--- src/rtl/serial_subtractor.sv ---
// Bit-serial unsigned subtractor: diff = a - b (mod 2^WIDTH), LSB first,
// one bit per clock. The operands sit in right-shifting registers, and a
// borrow flop links one bit stage to the next. The result collects in a
// shift register and appears on diff only when the operation completes.
module serial_subtractor #(
  parameter int WIDTH = 8,
  parameter int CNT_W = $clog2(WIDTH) + 1
) (
  input  logic             clk,
  input  logic             rst,
  input  logic             start,
  input  logic [WIDTH-1:0] a,
  input  logic [WIDTH-1:0] b,
  output logic             busy,
  output logic             done,
  output logic [WIDTH-1:0] diff,
  output logic             borrow_out
);

  // Counter value on the last SHIFT edge of an operation.
  localparam logic [CNT_W-1:0] LAST_BIT = CNT_W'(WIDTH - 1);

  typedef enum logic [0:0] {
    IDLE  = 1'b0,
    SHIFT = 1'b1
  } state_t;

  // Full-subtractor difference bit: two chained half-subtractors.
  function automatic logic sub_bit(input logic x, input logic y, input logic bin);
    sub_bit = x ^ y ^ bin;
  endfunction

  // Full-subtractor borrow: the first half-subtractor borrows when x=0 and y=1.
  // The second borrows when the first half-difference is 0 and a borrow comes in.
  function automatic logic sub_borrow(input logic x, input logic y, input logic bin);
    sub_borrow = (~x & y) | (~(x ^ y) & bin);
  endfunction

  state_t           state_q, state_d;
  logic [WIDTH-1:0] sa_q, sa_d;
  logic [WIDTH-1:0] sb_q, sb_d;
  logic [WIDTH-1:0] res_q, res_d;
  logic             br_q, br_d;
  logic [CNT_W-1:0] cnt_q, cnt_d;
  logic             busy_q, busy_d;
  logic             done_q, done_d;
  logic [WIDTH-1:0] diff_q, diff_d;
  logic             borrow_q, borrow_d;

  logic             bit_diff;
  logic             bit_borrow;

  // This stage's difference bit and outgoing borrow, taken from the operand LSBs.
  always_comb begin
    bit_diff   = sub_bit(sa_q[0], sb_q[0], br_q);
    bit_borrow = sub_borrow(sa_q[0], sb_q[0], br_q);
  end

  // Next-state and datapath control for the IDLE/SHIFT sequencer.
  always_comb begin
    state_d  = state_q;
    sa_d     = sa_q;
    sb_d     = sb_q;
    res_d    = res_q;
    br_d     = br_q;
    cnt_d    = cnt_q;
    busy_d   = busy_q;
    done_d   = 1'b0;
    diff_d   = diff_q;
    borrow_d = borrow_q;

    case (state_q)
      IDLE: begin
        if (start) begin
          sa_d    = a;
          sb_d    = b;
          res_d   = '0;
          br_d    = 1'b0;
          cnt_d   = '0;
          busy_d  = 1'b1;
          state_d = SHIFT;
        end else begin
          busy_d  = 1'b0;
        end
      end

      SHIFT: begin
        // The new bit enters at the MSB. After WIDTH shifts, the first bit sits at bit 0.
        res_d = {bit_diff, res_q[WIDTH-1:1]};
        sa_d  = {1'b0, sa_q[WIDTH-1:1]};
        sb_d  = {1'b0, sb_q[WIDTH-1:1]};
        br_d  = bit_borrow;
        cnt_d = cnt_q + CNT_W'(1);
        if (cnt_q == LAST_BIT) begin
          // Publish the completed word. diff never shows partial results.
          diff_d   = {bit_diff, res_q[WIDTH-1:1]};
          borrow_d = bit_borrow;
          done_d   = 1'b1;
          busy_d   = 1'b0;
          state_d  = IDLE;
        end else begin
          busy_d   = 1'b1;
        end
      end

      default: begin
        busy_d  = 1'b0;
        state_d = IDLE;
      end
    endcase
  end

  // State and datapath registers. Reset discards any operation in progress.
  always_ff @(posedge clk) begin
    if (rst) begin
      state_q  <= IDLE;
      sa_q     <= '0;
      sb_q     <= '0;
      res_q    <= '0;
      br_q     <= 1'b0;
      cnt_q    <= '0;
      busy_q   <= 1'b0;
      done_q   <= 1'b0;
      diff_q   <= '0;
      borrow_q <= 1'b0;
    end else begin
      state_q  <= state_d;
      sa_q     <= sa_d;
      sb_q     <= sb_d;
      res_q    <= res_d;
      br_q     <= br_d;
      cnt_q    <= cnt_d;
      busy_q   <= busy_d;
      done_q   <= done_d;
      diff_q   <= diff_d;
      borrow_q <= borrow_d;
    end
  end

  assign busy       = busy_q;
  assign done       = done_q;
  assign diff       = diff_q;
  assign borrow_out = borrow_q;

endmodule

--- config.mk ---
export PLATFORM = sky130hd
export DESIGN_NAME = serial_subtractor
export DESIGN_NICKNAME = d
export VERILOG_FILES = /design/src/rtl/serial_subtractor.sv
export SDC_FILE = /design/constraint.sdc
export NUM_CORES = 1
export LEC_CHECK = 0
export CORE_MARGIN = 2
export CORE_UTILIZATION = 30
export CTS_BUF_LIST = sky130_fd_sc_hd__clkbuf_4 sky130_fd_sc_hd__clkbuf_8
export DETAILED_ROUTE_END_ITERATION = 10
export GPL_TIMING_DRIVEN = 0
export PLACE_DENSITY = 0.6
export RECOVER_POWER = 50
export SLEW_MARGIN = 10
export SYNTH_ARGS = -nofsm -noshare
export SYNTH_HDL_FRONTEND = slang
export SYNTH_SLANG_ARGS = --single-unit
--- constraint.sdc ---
create_clock -name clk -period 2.1 [get_ports clk]
set_input_delay 0.525 -clock clk [delete_from_list [all_inputs] [get_ports clk]]
set_output_delay 0.525 -clock clk [all_outputs]
set_load 0.01 [all_outputs]
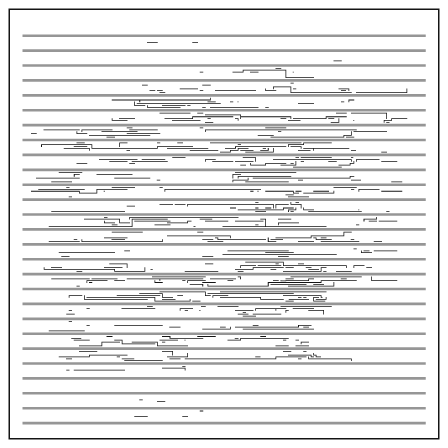
**Above:** run 1 (signal wires on met1).
Supply wires on this layer in gray.
The layer carries 1680 µm of wire. The longest straight run is 27.6 µm. 190 nets have wire on it. The wires run mostly horizontal.

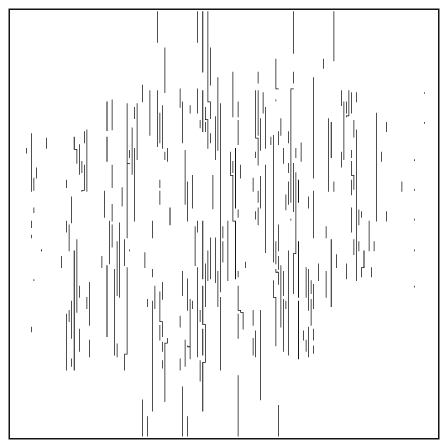
**Above:** run 1 (signal wires on met2).
The layer carries 1450 µm of wire. The layer holds 44% of the routed length. 176 nets have wire on it.

==> CHANGELOG.md, run 1 <==
### Physical design

- Post-Synth Adder-Cell Area: under 10%
- Maximum number of pins on one net before global-route repair: 14
- Post-route setup TNS: 0 ns
- Most repeated cell in the gate-level netlist after synthesis: sky130_fd_sc_hd__dfxtp_1
- Share of power burned in the clock network: 34.9%
- Clock tree cell share of total cell area: around 4.3%
- Overall power consumption: 1.450 mW
- Power Dens Cells: a little under 700 mW/mm²
- Top non-seq family: multiplexers
- R2R Path Start: busy$_SDFF_PP0_
- TritonCTS sink count: 39
- Per-cell via count in the routed design: 4.520
- Post-Syn Nets: 191
- Number of post-CTS setup repair buffers: 0
- Number of I/O port buffers: 27
- Share of post-route cells with drive strength above 1: a little over an eighth
- Yosys xor share: 0%
- Layer with the highest usage after global routing: met2
- Comb power frac: 11.4%
- Post-Place Worst Slack: 0.5526 ns
- Cell Type Count: 26
- Top cell excl fill/tap: sky130_fd_sc_hd__dfxtp_1
- Synth Instances: 170
- Reported combinational group power: roughly 0.17 mW
- NonClk Buf Share: 16.70%
- Hold path depth: 2
- Number of core rows: 26
- Number of pins with negative max-slew slack in the final report: 0
- Run status: finished clean
- Overall global routing resource usage: a little under an eighth
- Register area: 780.7 µm²
- Slowest cell on the critical path: sky130_fd_sc_hd__clkdlybuf4s50_1
- Number of buffer and inverter stages on the critical path: 1
- Buffers outside the clock class: 39
- Uppermost routed layer: met4
- Multi-input gate area: ~770 µm²
- Final period demand of the worst path: ~1.8 ns
- Sequential share of power: around 54%
- Post-layout instance count excluding filler cells: 275
- Number of antenna violations at the first check in global routing: 0
- Number of cells on the worst reg-to-reg path: 4
- Total number of warnings across the stage logs: 26
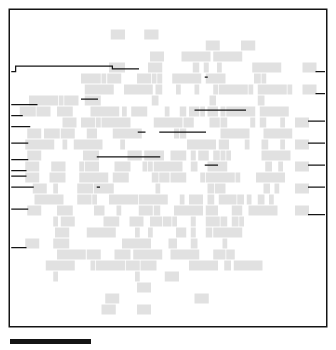
**Above:** run 1 (signal wires on met3).
The bar under the picture is 20 µm long. Cells faint in the background.
The longest straight run is 23.9 µm. The layer holds 4.4% of the routed length.

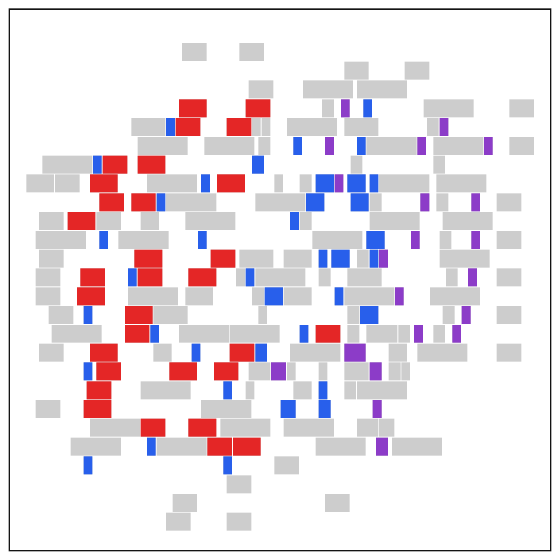
**Above:** run 1 (selected gate families).
Key: nand cells = purple [cells 21]; mux cells = red [cells 31]; nor cells = blue [cells 38]

**Run 1: clock routing**

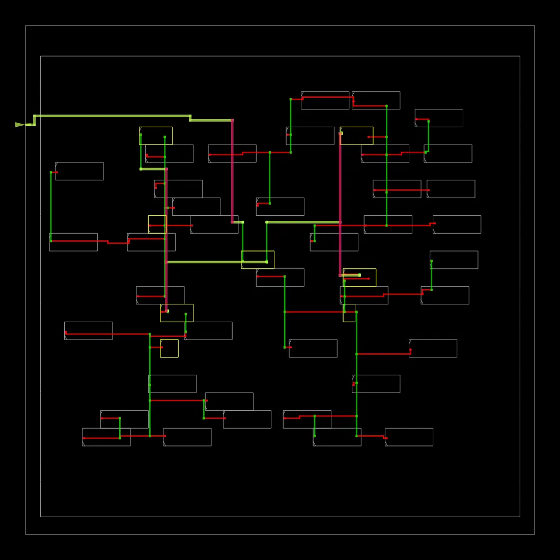

==> run 2, diff against run 1 <==
--- a/config.mk
+++ b/config.mk
@@ -5,7 +5,7 @@
 export SDC_FILE = /design/constraint.sdc
 export NUM_CORES = 1
 export LEC_CHECK = 0
-export CORE_MARGIN = 2
+export CORE_MARGIN = 5
 export CORE_UTILIZATION = 30
 export CTS_BUF_LIST = sky130_fd_sc_hd__clkbuf_4 sky130_fd_sc_hd__clkbuf_8
 export DETAILED_ROUTE_END_ITERATION = 10
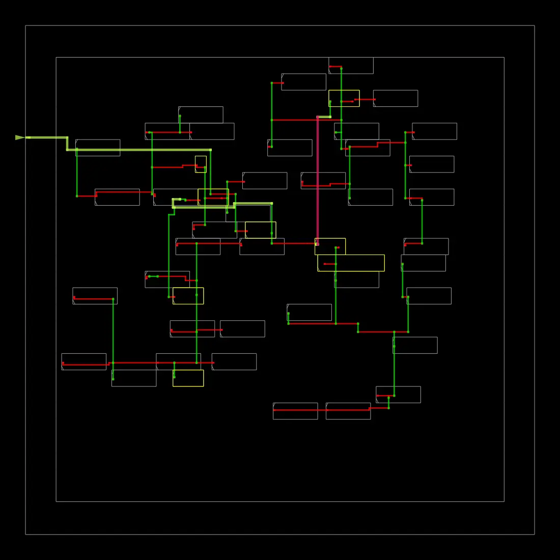
**Above:** run 2 (clock routing).
Clock Skew: 0.007623 ns
TritonCTS sink count: 39
clock buffers: 6
Power Clock: 0.648 mW
sequential cells: 39

==> run 2 against run 1 <==
Routed wire length fell by 0.21%. Final cell count grew 0.73%. Non-clock buffer count stayed put. Synthesized area is the same. Register-to-register slack better by 0.06 ns. Critical path type unchanged. Critical endpoint unchanged. Largest cell class unchanged. Largest power group unchanged.
==> CHANGELOG.md, run 2 <==
### Physical design

- Share of post-route cells with drive strength above 1: 13.17% (unchanged)
- Number of antenna violations at the first check in global routing: 0 (unchanged)
- Register area: 780.7 µm² (unchanged)
- Hold path depth: 2 (unchanged)
- Overall global routing resource usage: 9.831% (was 11.95%)
- Post-Syn Nets: 191 (unchanged)
- Post-layout instance count excluding filler cells: 277 (was 275)
- Power Dens Cells: 750.5 mW/mm² (was 696.0 mW/mm²)
- Per-cell via count in the routed design: 4.444 (was 4.520)
- Buffers outside the clock class: 39 (unchanged)
- Number of cells on the worst reg-to-reg path: 4 (unchanged)
- Post-route setup TNS: 0 ns (unchanged)
- Number of core rows: 27 (was 26)
- Number of buffer and inverter stages on the critical path: 1 (unchanged)
- Reported combinational group power: 0.160 mW (was 0.165 mW)
- Sequential share of power: 49.1% (was 53.7%)
- Number of pins with negative max-slew slack in the final report: 0 (unchanged)
- Comb power frac: 10.1% (was 11.4%)
- Number of I/O port buffers: 27 (unchanged)
- Run status: finished clean (unchanged)
- Layer with the highest usage after global routing: met2 (unchanged)
- Clock tree cell share of total cell area: 5.562% (was 4.264%)
- Yosys xor share: 0% (unchanged)
- R2R Path Start: busy$_SDFF_PP0_ (unchanged)
- Number of post-CTS setup repair buffers: 0 (unchanged)
- Total number of warnings across the stage logs: 26 (unchanged)
- Share of power burned in the clock network: 40.8% (was 34.9%)
- Overall power consumption: 1.587 mW (was 1.450 mW)
- Cell Type Count: 26 (unchanged)
- Maximum number of pins on one net before global-route repair: 13 (was 14)
- Final period demand of the worst path: 1.831 ns (was 1.834 ns)
- Top cell excl fill/tap: sky130_fd_sc_hd__dfxtp_1 (unchanged)
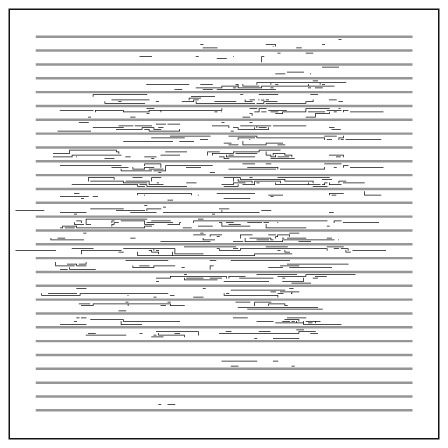
**Above:** run 2 (signal wires on met1).
Supply wires on this layer in gray.
vias after detailed routing: 1231
met1 Use GR: 11.97%
aggregate routed wire length: 3327 µm

**Run 2: signal wires on met3**

The bar under the picture is 20 µm long. Cells faint in the background.
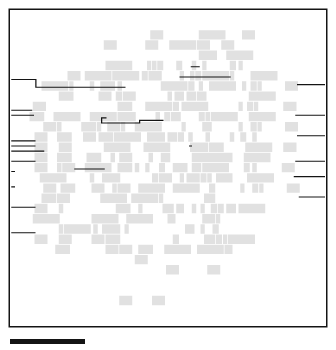

==> run 3, diff against run 2 <==
--- a/config.mk
+++ b/config.mk
@@ -5,6 +5,8 @@
 export SDC_FILE = /design/constraint.sdc
 export NUM_CORES = 1
 export LEC_CHECK = 0
+export ABC_CLOCK_PERIOD_IN_PS = 2100
+export CORE_ASPECT_RATIO = 0.6
 export CORE_MARGIN = 5
 export CORE_UTILIZATION = 30
 export CTS_BUF_LIST = sky130_fd_sc_hd__clkbuf_4 sky130_fd_sc_hd__clkbuf_8
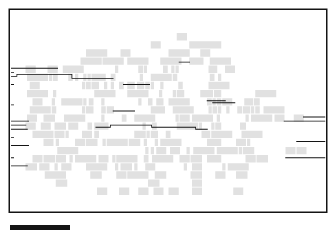
**Above:** run 3 (signal wires on met3).
The bar under the picture is 20 µm long. Cells faint in the background.
The wires run mostly horizontal. 20 nets have wire on it.

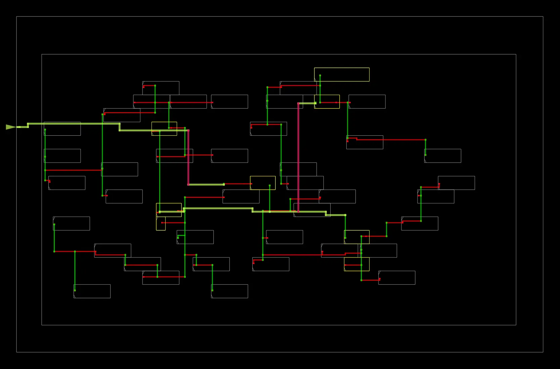
**Above:** run 3 (clock routing).
Clock Skew: 0.007719 ns
clk latency late pin: 0.29 ns
number of CTS-inserted buffers: 5

==> run 3 against run 2 <==
Core utilization increased by 1.7 points. Count of clock-buffer cells in the layout unchanged. Largest power group unchanged. Synthesized area unchanged. Critical path type unchanged. First-iteration DRC count decreased by 30%. Highest routed layer unchanged. Non-clock buffer count unchanged. Register-to-register slack got worse by 0.09 ns.
==> CHANGELOG.md, run 3 <==
### Physical design

- Uppermost routed layer: met4 (unchanged)
- Number of pins with negative max-slew slack in the final report: 0 (unchanged)
- Endpoint class of the critical path: output pin (unchanged)
- Yosys xor share: 0% (unchanged)
- Run status: finished clean (unchanged)
- Chain of cells forming the critical path: clkdlybuf4s50_1 (unchanged)
- Power Clock: 0.648 mW (about the same)
- Multi-input gate area: 767.0 µm² (unchanged)
- Post-route setup TNS: 0 ns (unchanged)
- Buffers outside the clock class: 39 (unchanged)
- NonClk Buf Share: 16.21% (was 16.45%)
- Number of core rows: 20 (was 27)
- Total number of warnings across the stage logs: 26 (unchanged)
- Synth Instances: 170 (unchanged)
- Hold path depth: 2 (unchanged)
- Slowest cell on the critical path: sky130_fd_sc_hd__clkdlybuf4s50_1 (unchanged)
- Per-cell via count in the routed design: 4.657 (was 4.444)
- Post-Synth Adder-Cell Area: 1.973% (unchanged)
- R2R Path Start: busy$_SDFF_PP0_ (unchanged)
- Share of post-route cells with drive strength above 1: 12.68% (was 13.17%)
- Number of post-CTS setup repair buffers: 0 (unchanged)
- Final period demand of the worst path: 1.842 ns (was 1.831 ns)
- Maximum number of pins on one net before global-route repair: 13 (unchanged)
- Aggregate routed wire length: 3639 µm (was 3327 µm)
- Number of antenna violations at the first check in global routing: 0 (unchanged)
- Worst reg2reg setup slack: 0.41 ns (was 0.50 ns)
- Cell Type Count: 26 (unchanged)
- Most repeated cell in the gate-level netlist after synthesis: sky130_fd_sc_hd__dfxtp_1 (unchanged)
- Top cell excl fill/tap: sky130_fd_sc_hd__dfxtp_1 (unchanged)
- Top non-seq family: multiplexers (unchanged)
- Overall power consumption: 1.592 mW (was 1.587 mW)
- Post-layout instance count excluding filler cells: 271 (was 277)
- Clock tree cell share of total cell area: 5.602% (was 5.562%)
- Register area: 780.7 µm² (unchanged)
- Vias after detailed routing: 1262 (was 1231)
- Sequential cells: 39 (unchanged)
- Number of cells on the worst reg-to-reg path: 4 (unchanged)
- Maximum single-stage delay on the critical path: 0.58 ns (about the same)
- Number of I/O port buffers: 27 (unchanged)
- TritonCTS sink count: 39 (unchanged)
Power is estimated from default activity; no workload was simulated.
